<file path="src/rtl/perceptron_pkg.sv">
// Shared types for the perceptron driver and the perceptron itself.
// Holds the driver state encoding and the buffered sample record.
package perceptron_pkg;

    localparam int XW = 6;
    localparam int EW = 4;

    typedef enum logic [3:0] {
        IDLE,
        LD_W0,
        LD_W1,
        LD_W2,
        LD_N,
        LD_X1,
        LD_X2,
        WAIT_DONE,
        NEXT
    } state_t;

    typedef struct packed {
        logic [XW-1:0] x1;
        logic [XW-1:0] x2;
        logic          label;
    } sample_t;

endpackage

</file>
<file path="src/rtl/sample_buf.sv">
// Sample storage: one synchronous write port, one combinational read port.
// Contents are not reset; the driver's sample count says what is valid.
module sample_buf
    import perceptron_pkg::*;
#(
    parameter int DEPTH = 4,
    parameter int AW    = $clog2(DEPTH)
) (
    input  logic          clk,
    input  logic          we,
    input  logic [AW-1:0] waddr,
    input  sample_t       wdata,
    input  logic [AW-1:0] raddr,
    output sample_t       rdata
);

    sample_t mem [DEPTH];

    always_ff @(posedge clk) begin
        if (we) mem[waddr] <= wdata;
    end

    assign rdata = mem[raddr];

endmodule

</file>
<file path="src/rtl/perceptron_driver.sv">
// Replays buffered samples into a perceptron: weights and rate once,
// then x1/x2 per sample per epoch, collecting classifications.
module perceptron_driver
    import perceptron_pkg::*;
#(
    parameter int DEPTH = 4,
    parameter int CW    = $clog2(DEPTH) + 1
) (
    input  logic          clk,
    input  logic          reset,
    input  logic          wr_en,
    input  logic [XW-1:0] wr_x1,
    input  logic [XW-1:0] wr_x2,
    input  logic          wr_label,
    input  logic          clr,
    input  logic [XW-1:0] w0_init,
    input  logic [XW-1:0] w1_init,
    input  logic [XW-1:0] w2_init,
    input  logic [XW-1:0] n_init,
    input  logic          train,
    input  logic [EW-1:0] epochs,
    input  logic          start,
    input  logic          abort,
    input  logic          sync,
    input  logic          done,
    input  logic          classification,
    output logic          go,
    output logic          update,
    output logic          correct,
    output logic [XW-1:0] in_val,
    output logic          busy,
    output logic          finished,
    output logic          class_valid,
    output logic          class_out,
    output logic [CW-2:0] class_idx,
    output logic [CW-1:0] err_count,
    output logic [CW-1:0] sample_count
);

    localparam int AW = CW - 1;

    state_t        state;
    logic [AW-1:0] idx;
    logic [EW-1:0] epoch;
    logic [EW-1:0] ep_last;
    logic [XW-1:0] w0_q, w1_q, w2_q, n_q;
    logic          train_q;
    logic          wr_ok;
    sample_t       wdata;
    sample_t       rd;

    assign wr_ok = (state == IDLE) && wr_en && !clr
                && (sample_count < CW'(DEPTH));
    assign wdata = '{x1: wr_x1, x2: wr_x2, label: wr_label};

    sample_buf #(.DEPTH(DEPTH), .AW(AW)) u_buf (
        .clk   (clk),
        .we    (wr_ok),
        .waddr (sample_count[AW-1:0]),
        .wdata (wdata),
        .raddr (idx),
        .rdata (rd)
    );

    always_ff @(posedge clk) begin
        if (reset) begin
            state        <= IDLE;
            sample_count <= '0;
            idx          <= '0;
            epoch        <= '0;
            ep_last      <= '0;
            err_count    <= '0;
            class_valid  <= 1'b0;
            class_out    <= 1'b0;
            class_idx    <= '0;
            finished     <= 1'b0;
            w0_q         <= '0;
            w1_q         <= '0;
            w2_q         <= '0;
            n_q          <= '0;
            train_q      <= 1'b0;
        end else begin
            class_valid <= 1'b0;
            finished    <= 1'b0;
            if (state != IDLE && abort) begin
                state <= IDLE;
            end else begin
                case (state)
                    IDLE: begin
                        if (clr) sample_count <= '0;
                        else if (wr_ok) sample_count <= sample_count + CW'(1);
                        if (start && sample_count != '0) begin
                            w0_q      <= w0_init;
                            w1_q      <= w1_init;
                            w2_q      <= w2_init;
                            n_q       <= n_init;
                            train_q   <= train;
                            ep_last   <= (epochs == '0) ? '0 : epochs - EW'(1);
                            err_count <= '0;
                            idx       <= '0;
                            epoch     <= '0;
                            state     <= LD_W0;
                        end
                    end
                    LD_W0: if (sync) state <= LD_W1;
                    LD_W1: if (sync) state <= LD_W2;
                    LD_W2: if (sync) state <= LD_N;
                    LD_N:  if (sync) state <= LD_X1;
                    LD_X1: if (sync) state <= LD_X2;
                    LD_X2: state <= WAIT_DONE;
                    WAIT_DONE: begin
                        if (done) begin
                            class_valid <= 1'b1;
                            class_out   <= classification;
                            class_idx   <= idx;
                            if (classification != rd.label && err_count != '1)
                                err_count <= err_count + CW'(1);
                            state <= NEXT;
                        end
                    end
                    NEXT: begin
                        // Later samples and epochs skip the weight preamble.
                        if (({1'b0, idx} + CW'(1)) < sample_count) begin
                            idx   <= idx + AW'(1);
                            state <= LD_X1;
                        end else if (epoch < ep_last) begin
                            idx       <= '0;
                            epoch     <= epoch + EW'(1);
                            err_count <= '0;
                            state     <= LD_X1;
                        end else begin
                            finished <= 1'b1;
                            state    <= IDLE;
                        end
                    end
                    default: state <= IDLE;
                endcase
            end
        end
    end

    always_comb begin
        go      = 1'b0;
        in_val  = '0;
        update  = 1'b0;
        correct = 1'b0;
        case (state)
            LD_W0: begin go = 1'b1; in_val = w0_q;  end
            LD_W1: begin go = 1'b1; in_val = w1_q;  end
            LD_W2: begin go = 1'b1; in_val = w2_q;  end
            LD_N:  begin go = 1'b1; in_val = n_q;   end
            LD_X1: begin go = 1'b1; in_val = rd.x1; end
            LD_X2: begin go = 1'b1; in_val = rd.x2; end
            default: ;
        endcase
        if (state == LD_X1 || state == LD_X2 || state == WAIT_DONE) begin
            update  = train_q;
            correct = rd.label;
        end
    end

    assign busy = (state != IDLE);

endmodule

</file>
<file path="config.mk">
export PLATFORM = sky130hd
export DESIGN_NAME = perceptron_driver
export DESIGN_NICKNAME = d
export VERILOG_FILES = /design/src/rtl/perceptron_pkg.sv /design/src/rtl/sample_buf.sv /design/src/rtl/perceptron_driver.sv
export SDC_FILE = /design/constraint.sdc
export NUM_CORES = 1
export LEC_CHECK = 0
export CAP_MARGIN = 0
export CORE_MARGIN = 10
export CORE_UTILIZATION = 44
export CTS_BUF_LIST = sky130_fd_sc_hd__clkbuf_2 sky130_fd_sc_hd__clkbuf_4 sky130_fd_sc_hd__clkbuf_8
export DETAILED_ROUTE_END_ITERATION = 12
export PLACE_DENSITY = 0.75
export SLEW_MARGIN = 20
export SYNTH_ARGS = -nofsm -noshare
export SYNTH_HDL_FRONTEND = slang
export SYNTH_SLANG_ARGS = --single-unit
</file>
<file path="constraint.sdc">
create_clock -name clk -period 4.8 [get_ports clk]
set_input_delay 0.96 -clock clk [delete_from_list [all_inputs] [get_ports clk]]
set_output_delay 0.96 -clock clk [all_outputs]
set_load 0.05 [all_outputs]
</file>
Run 1, cell classes on the final placement:
Scale: 3 px per um. Fill, decap, tap and diode cells in grey.
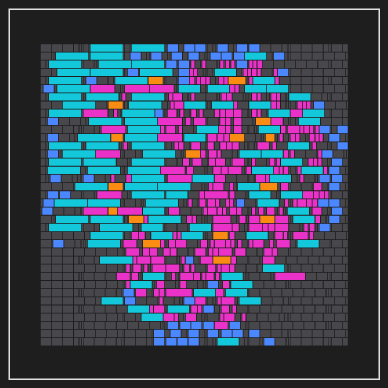
| class | colour | cells |
|---|---|---|
| all other logic | magenta | 278 |
| flip-flops | cyan | 104 |
| other buffers and delay cells | blue | 74 |
| clock drivers and dummy loads | orange | 16 |

Run 1, clock nets:
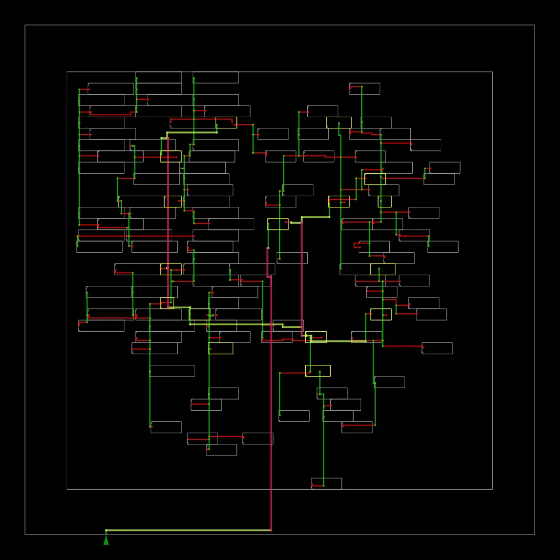
clk_lat worst skew: 0.38 ns
CLK BUF: 9

Run 1, routed clock nets over the placement:
Scale: 4 px per um.
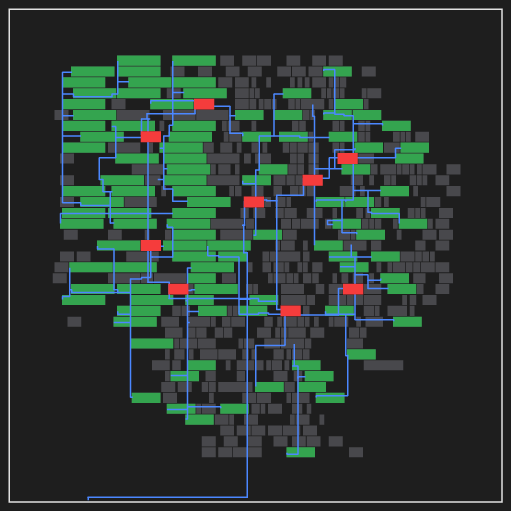
[clock wires] blue | length: 1140 um
[cells driving clock nets] red | count: 9
[flip-flops] green | count: 104
routed clock nets: 10
clock group share of total power: 29.6%
clk pwr: 0.572 mW
clk_skew: 0.01991 ns

==> flow_metrics.env, run 1 <==
# flow metrics
export IMPL_setup_viol=0
export IMPL_cpPeakStageDelay_ns=0.86
export IMPL_drc=0
export IMPL_postCtsHoldBufs=0
export IMPL_period_minus_slack_ns=3.825
export IMPL_grt_pass1_wl_mm=16.13
export IMPL_cp_num_cells=6
export IMPL_grt_pass1_vias=3235
export IMPL_met3_usage_pct=3.306
export IMPL_synth_avg_cell_area_um2=11.57
export IMPL_critPathBufInv=1
export IMPL_comb_area_um2=1886
export IMPL_dp_cells=592
export IMPL_htree_levels=3
export IMPL_synthArstFlopShare_pct=0
export IMPL_crit_start="state[0]"
export IMPL_numCtsBuffers=9
export IMPL_place_detailed_hpwl_mm=7.341
export IMPL_critical_path_class="flop to output pin"
export IMPL_postSynthCellCount=402
export IMPL_timing_critical_path_to="in_val[0]"
export IMPL_ys_warn_count=0
export IMPL_met2_usage_pct=23.76
export IMPL_die_h_um=122.8
export IMPL_status="finished clean"
export IMPL_p_comb_share_pct=17.9
export IMPL_gp_congestion=0.8380
export IMPL_drt_iter0_markers=212
export IMPL_grt_busiest_layer="met2"
export IMPL_clk_pin_slew_ns=0.11
export IMPL_diodes=0
export IMPL_comb_share_pct=33.19
export IMPL_seqCellArea_um2=2603
export IMPL_final_core_util_pct=55.02
export IMPL_postLayoutSetupSlackWorst_ns=0.9747
export IMPL_tns_ns=0
export IMPL_leakagePower_nw=1.974
export IMPL_m1WireLength_mm=4.159
export IMPL_hp_start="w2_q[4]"
export IMPL_final_area_um2=5680
export IMPL_critPathTopFamily="buffers and inverters"
export IMPL_largest_class="registers"
export IMPL_tritoncts="done"
export IMPL_buf_share_pct=12.91
## run 1: synth_stat cells (2+ instances only)
| library cell | count | share of area (%) |
|---|---|---|
| buf_4 | 2 | 0.32 |
| nand2_1 | 57 | 4.6 |
| nand2b_1 | 2 | 0.27 |
| mux2_2 | 6 | 1.5 |
| a221oi_1 | 2 | 0.38 |
| a22o_1 | 2 | 0.38 |
| a22oi_1 | 8 | 1.3 |
| a211oi_1 | 2 | 0.32 |
| buf_2 | 5 | 0.54 |
| nor2_1 | 28 | 2.3 |
| inv_1 | 18 | 1.5 |
| and3_1 | 3 | 0.40 |
| edfxtp_1 | 52 | 34 |
| o221ai_1 | 4 | 0.75 |
| nand3_1 | 2 | 0.22 |
| o21a_1 | 2 | 0.32 |
| mux2i_1 | 12 | 2.6 |
| nand3b_1 | 2 | 0.32 |
| a21o_1 | 3 | 0.48 |
| and2_1 | 7 | 0.94 |
| dfxtp_1 | 52 | 22 |
| ha_1 | 13 | 3.5 |
| clkbuf_1 | 11 | 0.89 |
| mux4_2 | 13 | 6.3 |
| o21ai_0 | 4 | 0.43 |
| nor2b_1 | 9 | 1.2 |
| nor3_1 | 12 | 1.3 |
| a21oi_1 | 38 | 4.1 |
## run 1: power by group through the flow
stage	Sequential (mW)	Clock (mW)	Combinational, mW
2_1_floorplan	1.01	0	0.246
3_3_place_gp	1.03	0	0.338
3_5_place_dp	1.04	0	0.344
4_1_cts	1.01	0.587	0.346
5_1_grt	1.02	0.621	0.380
6_report	1.01	0.572	0.345
## run 1: worst min-delay path: stages (launching register included)
cell	delay (ns)
dfxtp_1	0.33
nand2_1	0.05
a21oi_1	0.05
Run 1, metal 2:
Scale: 3 px per um. Cells faint in the background.
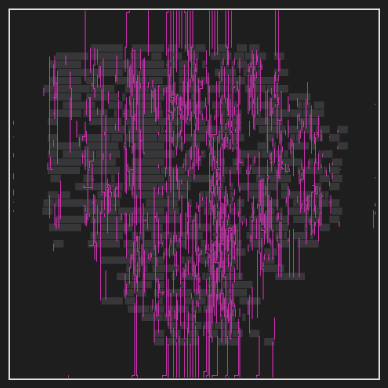

==> run 1 -> run 2 <==
==> constraint.sdc (replaced) <==
create_clock -name clk -period 3.7 [get_ports clk]
set_input_delay 0.74 -clock clk [delete_from_list [all_inputs] [get_ports clk]]
set_output_delay 0.74 -clock clk [all_outputs]
set_load 0.05 [all_outputs]
Run 2, metal 2:
Scale: 3 px per um. Cells faint in the background.
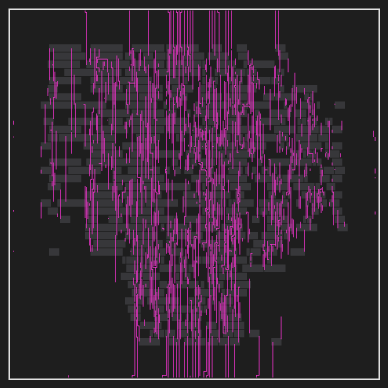
longest straight run: 38.1 um
nets with wire on the layer: 458

==> flow_metrics.env, run 2 <==
# flow metrics
export IMPL_status="finished clean"
export IMPL_die_h_um=122.8
export IMPL_tns_ns=0
export IMPL_grt_antenna_before_repair=0
export IMPL_top_cells_by_count="57 x nand2_1, 52 x dfxtp_1, 52 x edfxtp_1"
export IMPL_cts_repair_resized=0
export IMPL_overflow=0
export IMPL_ys_cells=402
export IMPL_inv_count=19
export IMPL_warning_count=29
export IMPL_top_cell_area_share_pct=33.58
export IMPL_largest_class="registers"
export IMPL_grt_pass1_wl_mm=16.65
export IMPL_synthMostInstantiatedCell="nand2_1"
export IMPL_ys_types=59
export IMPL_finalHoldViolations=0
export IMPL_synthArstFlopShare_pct=0
export IMPL_buf_share_pct=13.41
export IMPL_setup_viol=0
export IMPL_comb_multi_input_count=259
export IMPL_slew_violations=0
export IMPL_synth_avg_cell_area_um2=11.57
export IMPL_numCtsBuffers=9
export IMPL_clock_latency_ns=0.38
export IMPL_largest_area_cell="edfxtp_1"
export IMPL_fin_skew_ns=0.01890
export IMPL_tritoncts="done"
export IMPL_critical_path_class="flop to output pin"
export IMPL_portBuffers=71
export IMPL_diodes=0
export IMPL_comb_area_um2=1881
export IMPL_comb_share_pct=32.94
export IMPL_htree_levels=3
export IMPL_postCtsHoldBufs=0
export IMPL_seqCellArea_um2=2604
export IMPL_postSynthCellCount=402
export IMPL_seq_share_pct=45.61
export IMPL_n_clock_buffer=9
export IMPL_gp_congestion=0.8904
export IMPL_leakagePower_nw=2.013
export IMPL_ys_warn_count=0
export IMPL_drt_iter0_markers=184
export IMPL_period_minus_slack_ns=3.455
export IMPL_place_detailed_hpwl_mm=7.607
export IMPL_cp_data_arrival_time_ns=2.72
export IMPL_drc=0
export IMPL_grt_pass1_vias=3355
export IMPL_grt_start_max_net_pins=34
export IMPL_topCellsByArea="edfxtp_1 34%, dfxtp_1 22%, mux4_2 6.3%"
export IMPL_clk_pin_slew_ns=0.11
[run 2: routing by layer]
metal	up-vias	routed length [um]	track usage [%]	part of all wire, %
met1	1571	4449	16.45	43
met4	0	184	5.449	1.8
met5	-	0	0	0
met2	73	5162	23.76	50
met3	14	495	2.801	4.8
li1	1595	-	-	-
[run 2: critical path, cell delays in order (launching register included)]
cell             delay (ns)
dfxtp_1                0.66
nor2b_1                0.35
a22oi_1                0.14
nor3_1                 0.20
a21oi_1                0.07
o221ai_1               0.08
clkdlybuf4s50_1        0.84
[run 2: cell families after synthesis]
kind of cell             count (synthesis)  share of synthesized area (%)
adder cells (fa/ha/maj)                 13                          3.498
AND/OR/NAND/NOR                        135                          14.66
multiplexers                            32                          10.57
buffers and inverters                   39                          3.605
AND-OR/OR-AND                           79                          11.70
flip-flops                             104                          55.96
[run 2: final timing paths]
path              startpoint               to  slack [ns]  depth (start not counted)
setup / recovery    state[2]        in_val[2]        0.24                          6
hold reg to reg      w2_q[4]          w2_q[4]        0.46                          2
hold / removal       w2_q[4]          w2_q[4]        0.46                          2
setup reg to reg    state[2]  u_buf.mem[1][0]        1.12                          4
[run 2: through the flow]
stage          util (%)  std cells  instance area (um^2)  setup WS [ns]
5_1_grt           55.30        612                  5709        0.05145
3_5_place_dp      53.16        596                  5488         0.5208
3_3_place_gp      53.16        596                  5488         0.6008
4_1_cts           55.27        612                  5705        0.09559
6_report          55.30        612                  5709         0.2447
2_1_floorplan         -        402                  4651         0.8134
[run 2: where the power goes]
part | switching (mW) | internal, mW | total [mW]
sequential | 0.0352 | 1.27 | 1.30
clock | 0.450 | 0.276 | 0.725
combinational | 0.275 | 0.196 | 0.471
Run 2, pin placement:
Scale: 2 px per um. Pins as bars across the die edge, other pins in grey.
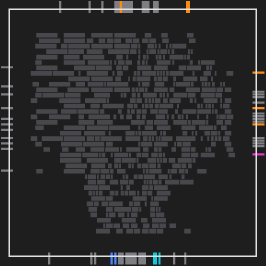

==> run 2 -> run 3 <==
--- a/config.mk
+++ b/config.mk
@@ -10,7 +10,7 @@
 export CORE_UTILIZATION = 44
 export CTS_BUF_LIST = sky130_fd_sc_hd__clkbuf_2 sky130_fd_sc_hd__clkbuf_4 sky130_fd_sc_hd__clkbuf_8
 export DETAILED_ROUTE_END_ITERATION = 12
-export PLACE_DENSITY = 0.75
+export PLACE_DENSITY = 0.67
 export SLEW_MARGIN = 20
 export SYNTH_ARGS = -nofsm -noshare
 export SYNTH_HDL_FRONTEND = slang
Run 3, pin placement:
Scale: 2 px per um. Pins as bars across the die edge, other pins in grey.
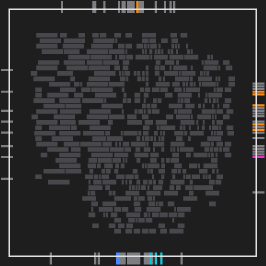
| port | colour | pins | direction | edge |
|---|---|---|---|---|
| `w1_init` | orange | 6 | input | 5 right, 1 top |
| `err_count` | cyan | 3 | output | bottom |
| `go` | magenta | 1 | output | right |
| `class_idx` | blue | 2 | output | bottom |
Die X: 122.8 um
die height: 122.8 um
PortBufs: 71

==> flow_metrics.env, run 3 <==
# flow metrics
export IMPL_postSynthCellCount=402
export IMPL_drc=0
export IMPL_xor_area_share_pct=0
export IMPL_synth_avg_cell_area_um2=11.57
export IMPL_synthArstFlopShare_pct=0
export IMPL_cts_repair_resized=0
export IMPL_clk_pin_slew_ns=0.11
export IMPL_cpPeakStageDelay_ns=0.86
export IMPL_grt_antenna_before_repair=0
export IMPL_cp_data_arrival_time_ns=2.72
export IMPL_status="finished clean"
export IMPL_place_detailed_hpwl_mm=7.552
export IMPL_warning_count=29
export IMPL_fa_ha_area_share_pct=3.497
export IMPL_ys_sh_aoi_pct=11.70
export IMPL_pwr_share_seq_pct=53.0
export IMPL_overflow=0
export IMPL_topCellsByArea="edfxtp_1 34%, dfxtp_1 22%, mux4_2 6.3%"
export IMPL_slew_violations=0
export IMPL_swShare_pct=30.31
export IMPL_postCtsHoldBufs=0
export IMPL_critical_path_class="flop to output pin"
export IMPL_setup_viol=0
export IMPL_dp_cells=596
export IMPL_diodes=0
export IMPL_ys_warn_count=0
export IMPL_gp_congestion=0.8552
export IMPL_synthMostInstantiatedCell="nand2_1"
export IMPL_dp_slack_ns=0.5198
export IMPL_numCtsBuffers=9
export IMPL_stdcell_count=612
export IMPL_ys_cells=402
export IMPL_critPathSlowestCell="clkdlybuf4s50_1"
export IMPL_period_minus_slack_ns=3.458
export IMPL_largest_area_cell="edfxtp_1"
export IMPL_place_area_um2=5488
export IMPL_postLayoutSetupSlackWorst_ns=0.2421
export IMPL_final_core_util_pct=55.12
export IMPL_p_switching_mw=0.7527
export IMPL_grt_start_max_net_pins=34
run 3: cell counts after synthesis:
Identical to the previous run, type by type.
run 3: path summary, 6_finish.rpt:
check	start	endpoint	slack, ns	cells after the start
min	train_q	train_q	0.46	2
max reg2reg	state[2]	u_buf.mem[3][1]	1.17	4
max	state[2]	in_val[3]	0.24	6
min reg2reg	train_q	train_q	0.46	2
run 3: area by class of cell:
class / instances / area, um^2 / share of cell area, %
sequential: 104 / 2605 / 45.78
multi-input combinational: 259 / 1881 / 33.05
clock inverter: 7 / 76.32 / 1.341
timing repair buffer: 78 / 763.2 / 13.41
tap: 136 / 170.2 / 2.990
clock buffer: 9 / 123.9 / 2.177
inverter: 19 / 71.32 / 1.253
run 3: layer usage:
metal	track usage, %	share of wire [%]
met1	17.69	44
met3	2.984	3.6
met2	23.29	51
met5	0	0
met4	5.449	1.5
run 3: worst min-delay path, delay by kind of cell (launching register included):
| family | cells | cell delay (ns) |
|---|---|---|
| and+or+nand+nor | 1 | 0.05 |
| DFF | 1 | 0.32 |
| AOI/OAI and AO/OA | 1 | 0.05 |
run 3: logic make-up (layout without fill, tap and decap cells):
family | after synthesis | after routing
simple gates | 135 | 135
flops | 104 | 104
compound gates | 79 | 79
buf+inv | 39 | 113
mux | 32 | 32
fa+ha+maj | 13 | 13
run 3: power by group through the flow:
stage | Combinational [mW] | Sequential, mW | Clock [mW]
floorplan | 0.320 | 1.31 | 0
global placement | 0.444 | 1.34 | 0
detailed placement | 0.450 | 1.34 | 0
CTS | 0.451 | 1.32 | 0.738
global route | 0.492 | 1.33 | 0.781
finish | 0.448 | 1.32 | 0.719
Power and IR drop assume default switching activity.
